## config.mk

```make
export PLATFORM = sky130hd
export DESIGN_NAME = uart_imem_loader
export DESIGN_NICKNAME = d
export VERILOG_FILES = /design/src/rtl/uart_loader_pkg.sv /design/src/rtl/uart_loader_rx_core.sv /design/src/rtl/uart_imem_loader.sv
export SDC_FILE = /design/constraint.sdc
export NUM_CORES = 1
export LEC_CHECK = 0
export ABC_AREA = 1
export CORE_MARGIN = 8
export CORE_UTILIZATION = 30
export CTS_BUF_LIST = sky130_fd_sc_hd__clkbuf_8
export CTS_CLUSTER_DIAMETER = 150
export DETAILED_ROUTE_END_ITERATION = 7
export SETUP_SLACK_MARGIN = 0.1
export SLEW_MARGIN = 5
export SYNTH_ARGS = -nofsm -noshare
export SYNTH_HDL_FRONTEND = slang
export SYNTH_SLANG_ARGS = --single-unit
```

## constraint.sdc

```tcl
create_clock -name clk -period 3.5 [get_ports clk]
set_input_delay 0.35 -clock clk [delete_from_list [all_inputs] [get_ports clk]]
set_output_delay 0.35 -clock clk [all_outputs]
set_load 0.01 [all_outputs]
```

## src/rtl/uart_loader_pkg.sv

```systemverilog
// Shared types and helpers for the UART instruction-memory loader.
// Holds the RX and loader state encodings and baud-rate derivation.
package uart_loader_pkg;

  typedef enum logic [1:0] {
    IDLE,
    START,
    DATA,
    STOP
  } rx_state_e;

  typedef enum logic {
    LOAD,
    DONE
  } ld_state_e;

  function automatic int clog2(input int n);
    int r;
    r = 0;
    while ((1 << r) < n) begin
      r = r + 1;
    end
    return r;
  endfunction

  function automatic int cyc_per_bit(
    input int clk_hz,
    input int bit_rate
  );
    return clk_hz / bit_rate;
  endfunction

  localparam int CYC_PER_BIT = cyc_per_bit(50000000, 9600);

endpackage

```

## src/rtl/uart_loader_rx_core.sv

```systemverilog
// 8N1 UART receiver: synchroniser, baud counter and RX FSM.
// Emits one-cycle valid/break pulses and a sticky frame error.
module uart_rx_core
  import uart_loader_pkg::*;
#(
  parameter int CYC_PER_BIT = 5208
) (
  input  logic       clk_i,
  input  logic       rst_i,
  input  logic       rxd_i,
  input  logic       en_i,
  output logic       valid_o,
  output logic [7:0] data_o,
  output logic       break_o,
  output logic       frame_err_o
);

  localparam int CNT_W = clog2(CYC_PER_BIT + 1);
  localparam int HALF = CYC_PER_BIT / 2;
  localparam int HALF_END = (HALF > 0) ? HALF - 1 : 0;
  localparam int BIT_END = CYC_PER_BIT - 1;

  rx_state_e        state_q;
  logic             meta_q;
  logic             sync_q;
  logic [CNT_W-1:0] cnt_q;
  logic [2:0]       bit_q;
  logic [7:0]       shift_q;
  logic             armed_q;
  logic             valid_q;
  logic [7:0]       data_q;
  logic             break_q;
  logic             ferr_q;

  logic half_hit;
  logic bit_hit;

  assign half_hit = (cnt_q == CNT_W'(HALF_END));
  assign bit_hit  = (cnt_q == CNT_W'(BIT_END));

  always_ff @(posedge clk_i) begin
    if (rst_i) begin
      meta_q  <= 1'b1;
      sync_q  <= 1'b1;
      state_q <= IDLE;
      cnt_q   <= '0;
      bit_q   <= '0;
      shift_q <= '0;
      armed_q <= 1'b0;
      valid_q <= 1'b0;
      data_q  <= '0;
      break_q <= 1'b0;
      ferr_q  <= 1'b0;
    end else begin
      meta_q  <= rxd_i;
      sync_q  <= meta_q;
      valid_q <= 1'b0;
      break_q <= 1'b0;
      if (!en_i) begin
        state_q <= IDLE;
        cnt_q   <= '0;
      end else begin
        unique case (state_q)
          IDLE: begin
            cnt_q <= '0;
            // After a low stop bit the line must return high first
            if (sync_q) begin
              armed_q <= 1'b1;
            end else if (armed_q) begin
              state_q <= START;
            end
          end
          START: begin
            if (half_hit) begin
              cnt_q <= '0;
              bit_q <= '0;
              if (!sync_q) begin
                state_q <= DATA;
              end else begin
                state_q <= IDLE;
              end
            end else begin
              cnt_q <= cnt_q + CNT_W'(1);
            end
          end
          DATA: begin
            if (bit_hit) begin
              cnt_q   <= '0;
              shift_q <= {sync_q, shift_q[7:1]};
              bit_q   <= bit_q + 3'd1;
              if (bit_q == 3'd7) begin
                state_q <= STOP;
              end
            end else begin
              cnt_q <= cnt_q + CNT_W'(1);
            end
          end
          STOP: begin
            if (bit_hit) begin
              cnt_q   <= '0;
              state_q <= IDLE;
              if (sync_q) begin
                valid_q <= 1'b1;
                data_q  <= shift_q;
              end else begin
                armed_q <= 1'b0;
                if (shift_q == 8'h00) begin
                  break_q <= 1'b1;
                end else begin
                  ferr_q <= 1'b1;
                end
              end
            end else begin
              cnt_q <= cnt_q + CNT_W'(1);
            end
          end
          default: begin
            state_q <= IDLE;
            cnt_q   <= '0;
          end
        endcase
      end
    end
  end

  assign valid_o     = valid_q;
  assign data_o      = data_q;
  assign break_o     = break_q;
  assign frame_err_o = ferr_q;

endmodule

```

## src/rtl/uart_imem_loader.sv

```systemverilog
// Boot loader: packs UART bytes into little-endian words and writes
// them to instruction memory until a sentinel run or memory full.
module uart_imem_loader
  import uart_loader_pkg::*;
#(
  parameter int CLK_HZ     = 50000000,
  parameter int BIT_RATE   = 9600,
  parameter int WORD_BYTES = 4,
  parameter int DEPTH      = 64,
  parameter int ADDR_W     = clog2(DEPTH),
  parameter logic [WORD_BYTES*8-1:0] END_WORD = '1,
  parameter int END_COUNT  = 2
) (
  input  logic                    clk,
  input  logic                    rst,
  input  logic                    uart_rxd,
  input  logic                    uart_rx_en,
  output logic                    uart_rx_valid,
  output logic [7:0]              uart_rx_data,
  output logic                    uart_rx_break,
  output logic                    frame_err,
  output logic                    imem_wr_en,
  output logic [ADDR_W-1:0]       imem_wr_addr,
  output logic [WORD_BYTES*8-1:0] imem_wr_data,
  output logic                    write_done,
  output logic                    overflow
);

  localparam int W = WORD_BYTES * 8;
  localparam int CPB = cyc_per_bit(CLK_HZ, BIT_RATE);

  logic       rx_valid;
  logic [7:0] rx_data;
  logic       rx_break;
  logic       rx_ferr;

  uart_rx_core #(
    .CYC_PER_BIT(CPB)
  ) u_rx (
    .clk_i      (clk),
    .rst_i      (rst),
    .rxd_i      (uart_rxd),
    .en_i       (uart_rx_en),
    .valid_o    (rx_valid),
    .data_o     (rx_data),
    .break_o    (rx_break),
    .frame_err_o(rx_ferr)
  );

  ld_state_e         state_q;
  logic [3:0]        byte_idx_q;
  logic [3:0]        sent_cnt_q;
  logic [ADDR_W-1:0] addr_q;
  logic [W-1:0]      word_q;
  logic              wr_en_q;
  logic [ADDR_W-1:0] wr_addr_q;
  logic [W-1:0]      wr_data_q;
  logic              fin_q;
  logic              fin_ovf_q;
  logic              done_q;
  logic              ovf_q;

  logic [W-1:0] word_d;
  logic [3:0]   sent_cnt_d;
  logic         last_byte;
  logic         at_last;

  always_comb begin
    word_d = word_q;
    for (int i = 0; i < WORD_BYTES; i++) begin
      if (byte_idx_q == 4'(i)) begin
        word_d[8*i +: 8] = rx_data;
      end
    end
  end

  assign last_byte  = (byte_idx_q == 4'(WORD_BYTES - 1));
  assign at_last    = (addr_q == ADDR_W'(DEPTH - 1));
  assign sent_cnt_d = (word_d == END_WORD) ?
                      sent_cnt_q + 4'd1 : 4'd0;

  always_ff @(posedge clk) begin
    if (rst) begin
      state_q    <= LOAD;
      byte_idx_q <= '0;
      sent_cnt_q <= '0;
      addr_q     <= '0;
      word_q     <= '0;
      wr_en_q    <= 1'b0;
      wr_addr_q  <= '0;
      wr_data_q  <= '0;
      fin_q      <= 1'b0;
      fin_ovf_q  <= 1'b0;
      done_q     <= 1'b0;
      ovf_q      <= 1'b0;
    end else begin
      wr_en_q   <= 1'b0;
      fin_q     <= 1'b0;
      fin_ovf_q <= 1'b0;
      // Status flags lag the final write strobe by one cycle
      done_q    <= done_q | fin_q;
      ovf_q     <= ovf_q | fin_ovf_q;
      unique case (state_q)
        LOAD: begin
          if (rx_valid) begin
            word_q <= word_d;
            if (last_byte) begin
              byte_idx_q <= '0;
              wr_en_q    <= 1'b1;
              wr_addr_q  <= addr_q;
              wr_data_q  <= word_d;
              sent_cnt_q <= sent_cnt_d;
              if (sent_cnt_d == 4'(END_COUNT)) begin
                state_q <= DONE;
                fin_q   <= 1'b1;
              end else if (at_last) begin
                state_q   <= DONE;
                fin_q     <= 1'b1;
                fin_ovf_q <= 1'b1;
              end else begin
                addr_q <= addr_q + ADDR_W'(1);
              end
            end else begin
              byte_idx_q <= byte_idx_q + 4'd1;
            end
          end else if (rx_break) begin
            byte_idx_q <= '0;
            sent_cnt_q <= '0;
          end
        end
        DONE: begin
          state_q <= DONE;
        end
        default: begin
          state_q <= LOAD;
        end
      endcase
    end
  end

  assign uart_rx_valid = rx_valid;
  assign uart_rx_data  = rx_data;
  assign uart_rx_break = rx_break;
  assign frame_err     = rx_ferr;
  assign imem_wr_en    = wr_en_q;
  assign imem_wr_addr  = wr_addr_q;
  assign imem_wr_data  = wr_data_q;
  assign write_done    = done_q;
  assign overflow      = ovf_q;

endmodule
```

==> images/m1.png <==
Scale bar: 50 µm. Supply wires on this layer in grey.
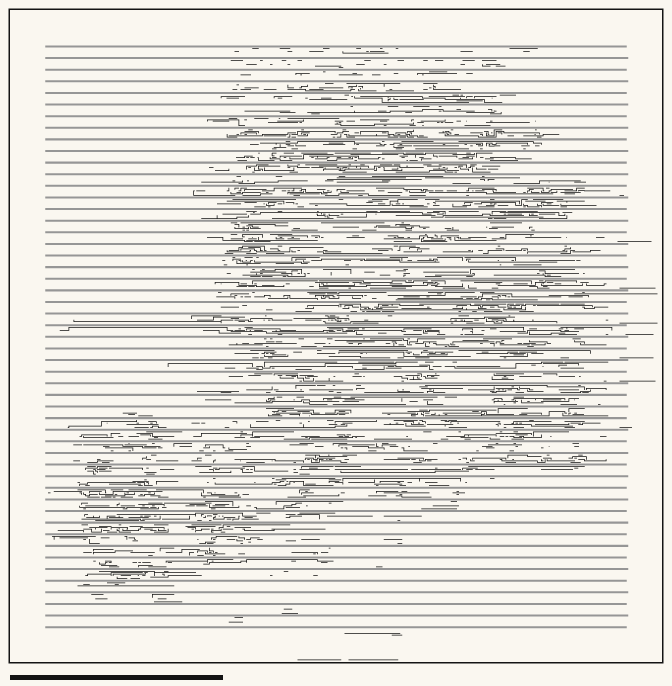
main direction: horizontal
longest straight run: 46.0 µm
share of all routed wire: 49%
nets with wire on the layer: 779
routed wire length: 14470 µm
via count: 5011
met1 Track Usage GR: 0.1542

==> images/m2.png <==
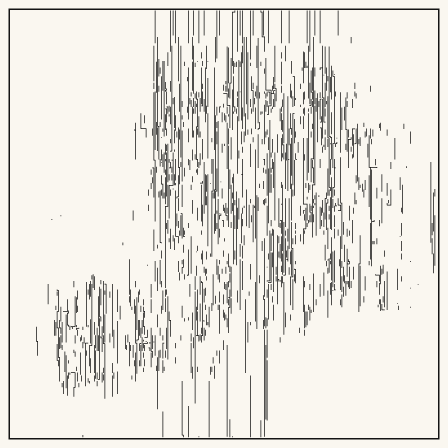
share of all routed wire: 46%
main direction: vertical
longest straight run: 47.6 µm
met2 Use GR: 0.2073

==> images/m3.png <==
Scale bar: 50 µm. Cells faint in the background.
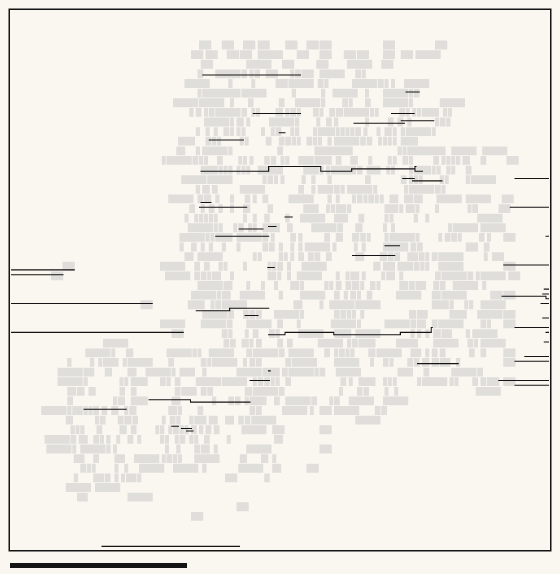
longest straight run: 48.5 µm
nets with wire on the layer: 40
met3 Track Usage GR: 0.03772

==> images/gates.png <==
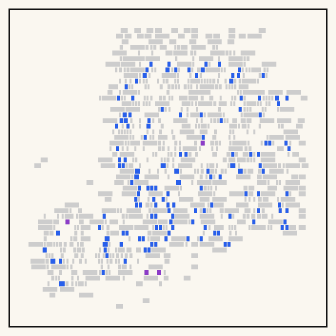
legend:
  blue:
    family: aoi and oai cells
    cells: 138
    most_used: o21ai_0
  purple:
    family: and/or cells
    cells: 4
logic share of the area: 0.3761
final non-filler cell total: 1063
most numerous logic cell after layout: nand2_1

==> images/clock_nets.png <==
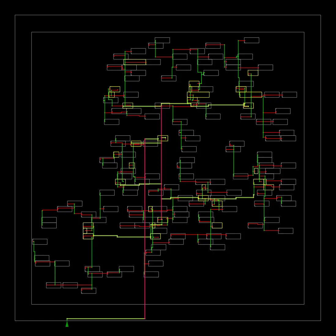
clk_skew: 11.75 ps
clk latency late pin: 440 ps
flop count: 130
CTS buffer count: 17

==> results.toml <==
# yosys + openroad results
[outcome]
outcome = "finished, final reports clean"

[setup_path]
slowest_stage = "nor2_4"
crit_path_max_incr_delay_ps = 520
crit-reg2reg-launch = "byte_idx_q[2]"
r2r_setup_slack_ps = 780
crit_fanout = 31
rr_worst_depth = 12
worstPathCellList = "nor2_4 > nand2_1 > nand2_1 > nand2_1 > nor2_1 > nand3_1 > nor2_1 > o211ai_1 > nand2_2 > nand3_4 > nand2_1 > a21oi_1"
critical_path_arrival_ps = 3020
critPathMostFrequentCell = "nand2_1"
cp.required_ps = 3800
cp-end-kind = "flop"
r2r-end = "addr_q[2]"
startpoint = "byte_idx_q[2]"

[final_timing]
max_freq_mhz = 368.1
hold_violations = 0
slew_headroom = 0.5192
rsz0062_at_grt = "false"
min_period_ps = 2717
setup_violations = 0
tns_ps = 0
worst_slew_pin_slew_ps = 720.3
slew_violations = 0
timing.final.crit_share = 0.7762
whs_ps = 413.6

[yosys]
ff_type = "dfxtp_1"
topCellsByArea = "dfxtp_1, nand2_1, nor2_1, nand3_1, o21ai_0"
synth-async-reset-ratio = 0
yosys_area_mm2 = 0.005607
ys_cells = 771
synth.avg_cell_area_um2 = 7.272
yosys_warnings = 0
netlist.area_leader.share = 0.4642
edf_count = 0
seq_area_frac_synth = 0.4642
synth.net_count = 784
numSynthFlops = 130

[pwr]
seq-power_mw = 1.48
intPower_mw = 2.217
clockPowerShare = 0.462
largestPowerGroup = "sequential cells"
powerClk_mw = 1.30
swShare = 0.2135
pwr-share-seq = 0.526
switchingPower_mw = 0.6018
peakVddDrop_v = 0.0002064
leakagePower_nw = 2.764
combPwrFrac = 0.012

[clock_tree]
clock_tree.buffer_depth = 2
ctsResizeCount = 0
htreeDepth = 4
cts_hold_buffers = 0
cts.sinks = 130
clkTransAtPathRegs_ps = 70
cts-root-buf = "clkbuf_8"
cts_setup_buffers = 0

[floorplanning]
ioPinCount = 56
rows = 50
fp_util = 0.3028

[flow_run]
drv_cap = 0
warnings = 29

[route]
wl_per_cell_um = 13.62
ant_nets = 0
drcViolationCount = 0
first_pass_iters = 5
drt_iter0_drc = 396

[cells_and_area]
drive_gt1_frac = 0.06393
stdcell_area_mm2 = 0.006760
antenna_cells = 0
layout_top_cells = "nand2_1, dfxtp_1, nor2_1"

[global_routing]
antenna_found_initial = 0
overflow = 0
grt_use_total = 0.1257
grt_busiest_layer = "met2"
grt_max_degree = 61
grt_pass1_vias = 4654

[placement]
place_area_mm2 = 0.006355
dpl.hpwl_um = 9863
gp_congestion = 0.8190
portBuffers = 55

[hold_path]
hold_path_end = "u_rx.sync_q"
hp-start = "u_rx.meta_q"
min_path_cells = 1
==> cell type report <==
type	count	area, µm²
Clock buffer	19	261.5
Inverter	81	304.0
Clock inverter	13	143.9
Fill cell	1957	11760
Multi-Input combinational cell	522	2542
Timing Repair Buffer	64	613.1
Tap cell	234	292.8
Sequential cell	130	2603
==> cells in the mapped netlist, types with 2 or more instances <==
cell type  count
a211oi_1       2
a21oi_1       51
a31oi_1       10
and3_1         2
buf_1          4
buf_2          2
buf_6          2
clkbuf_1      30
dfxtp_1      130
ha_1           9
inv_1         80
nand2_1      160
nand2_2        3
nand3_1       65
nand3b_1       2
nand4_1        8
nor2_1        92
nor2_4         3
nor3_1        10
nor3b_1        3
nor4_1         7
o211ai_1       6
o21ai_0       65
o31ai_1        2
or2_2          2
xor2_1        12
==> stage by stage <==
stage / utilization / instances / power, mW / setup slack (ps)
after floorplan: - / 771 / 1.540 / 1382
after global placement: 0.3432 / 1031 / 1.551 / 925.4
after detailed placement: 0.3432 / 1031 / 1.551 / 822.0
after CTS: 0.3651 / 1063 / 2.852 / 785.5
after global routing: 0.3651 / 1063 / 2.932 / 487.5
final: 0.3651 / 1063 / 2.819 / 783.2
==> cells by family after synthesis <==
kind of cell    share of synthesized area
fa+ha+maj                         0.02009
xor+xnor                          0.02031
compound gates                     0.1319
simple gates                       0.2807
buf+inv                           0.08279
flops                              0.4642
==> critical path: cells and delay by family, from the launching register on <==
family           cells  cell delay [ps]
AND/OR/NAND/NOR     10             2000
AND-OR/OR-AND        2              220
flip-flops           1              350
==> layer usage <==
metal,wire length [µm],up-vias
li1,-,2597
met1,7047,2320
met2,6628,84
met3,627,10
met4,170,0
met5,0,-
No activity file was given, so power comes from the tool's default toggle rates.
